met1.png
Supply wires on this layer in grey.
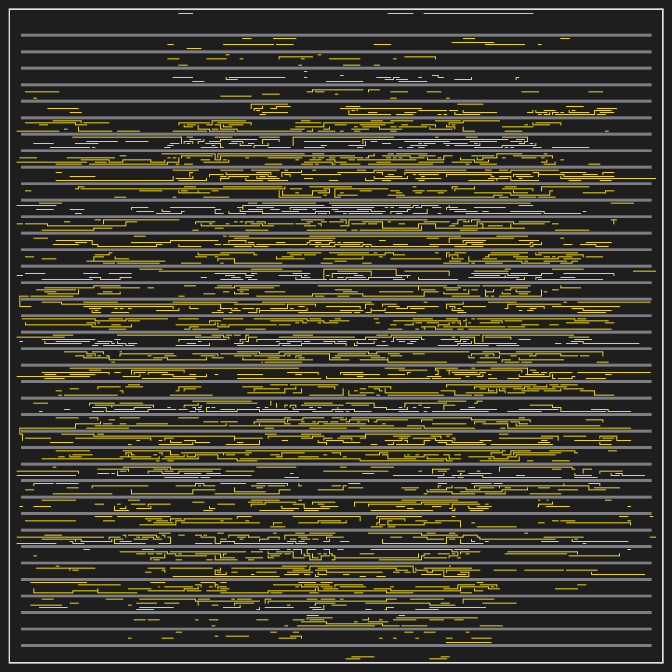
wire_density.png
The die is cut into 22 by 22 equal tiles; black is low, pale yellow is high, scaled to the fullest tile. Values are wire area over tile area, all layers added.
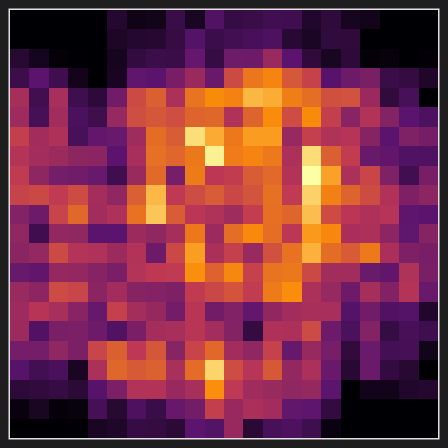
Design pc_sequencer, sky130hd; sources not shown.
==> notes.md <==
yosys + openroad results -> post-layout min period ~2.5 ns, invs w/o clock 15, CP arrival 2.18 ns, crit-path max FO 8, PnR worst setup slack -0.314 ns, Max Cap Violations 0, failing checks negative setup slack, clock buffer depth 2, sequential share of cell area 0.212, IO Port Bufs about 170, combinational gate area approximately 0.0031 mm^2, Placed Area 0.00755 mm^2, Late-Pin Clk Latency ~0.35 ns, Highest Signal Layer met4, largest net degree at the start of global routing 37, Final Hold Fails 0, Core Util, Final 0.773, Total Neg Setup Slack -3.79 ns, area leader, netlist dfrtp_1, clk slew on worst S/H paths 0.08 ns, Clock Sinks 67, hold_ws slightly below 0.5 ns, f_max ~400 MHz, Non-CTS buffers 269, Clk. pwr around 0.0012 W, worst slew pin tran between 0.5 and 0.6 ns, Net Sw Frac 0.510, post-CTS setup buffers 5, fin crit share 1.14, H-tree levels 3, clock network area share 0.0276, share of cells above drive strength 1 0.392, Chip Area 0.0116 mm^2, CTS Buf Count 9, Slew headroom 0.611, Syn Inst Count between 400 and 500, status finished, violations left, Hold Crit Class in2async, Rows 37, yosys stat area 0.00448 mm^2, ANT nets after route 0, routed wl met2 between 9000 and 10000 um, final global-route overflow total 0, post_cts resized 24, vias in the first global route roughly 5400, power after layout around 0.013 W, Clock Skew 0.00743 ns, root buf cell clkbuf_8, Final Non-Filler Cells 858, met3 Track Usage GR 0.0775, aoi share 0.206, hold buffer count at cts 1, Leak roughly 3.3 nW, Ant. Diodes 0, final tally of setup violations 18, most frequent cells in the layout 134 x clkdlybuf4s50_1, 94 x buf_4, 40 x dfrtp_1, Final Max-Slew Violation Tally 0, Pre-antenna DRT Iters 5, Commonest flop dfrtp_1, yosys simple share 0.199, post-route cell area 0.00808 mm^2, largest power group combinational logic, r2r setup slk 0.03 ns, final layout net count between 700 and 800, M1 WL 6780 um, I/O Pins ~170
About met1.png:
wire length on this layer	6780 um
longest straight run	41.9 um
DRT Wirelength: 18000 um
met1 Use GR: 0.376

About wire_density.png:
mean over tiles	0.26
tiles over half the peak	28%
fullest tile	0.71
nearly empty tiles	8.9%
densest ninth of the die	middle
total number of vias: 5150
WL/cell: 20.9 um

Power and IR drop assume default switching activity.
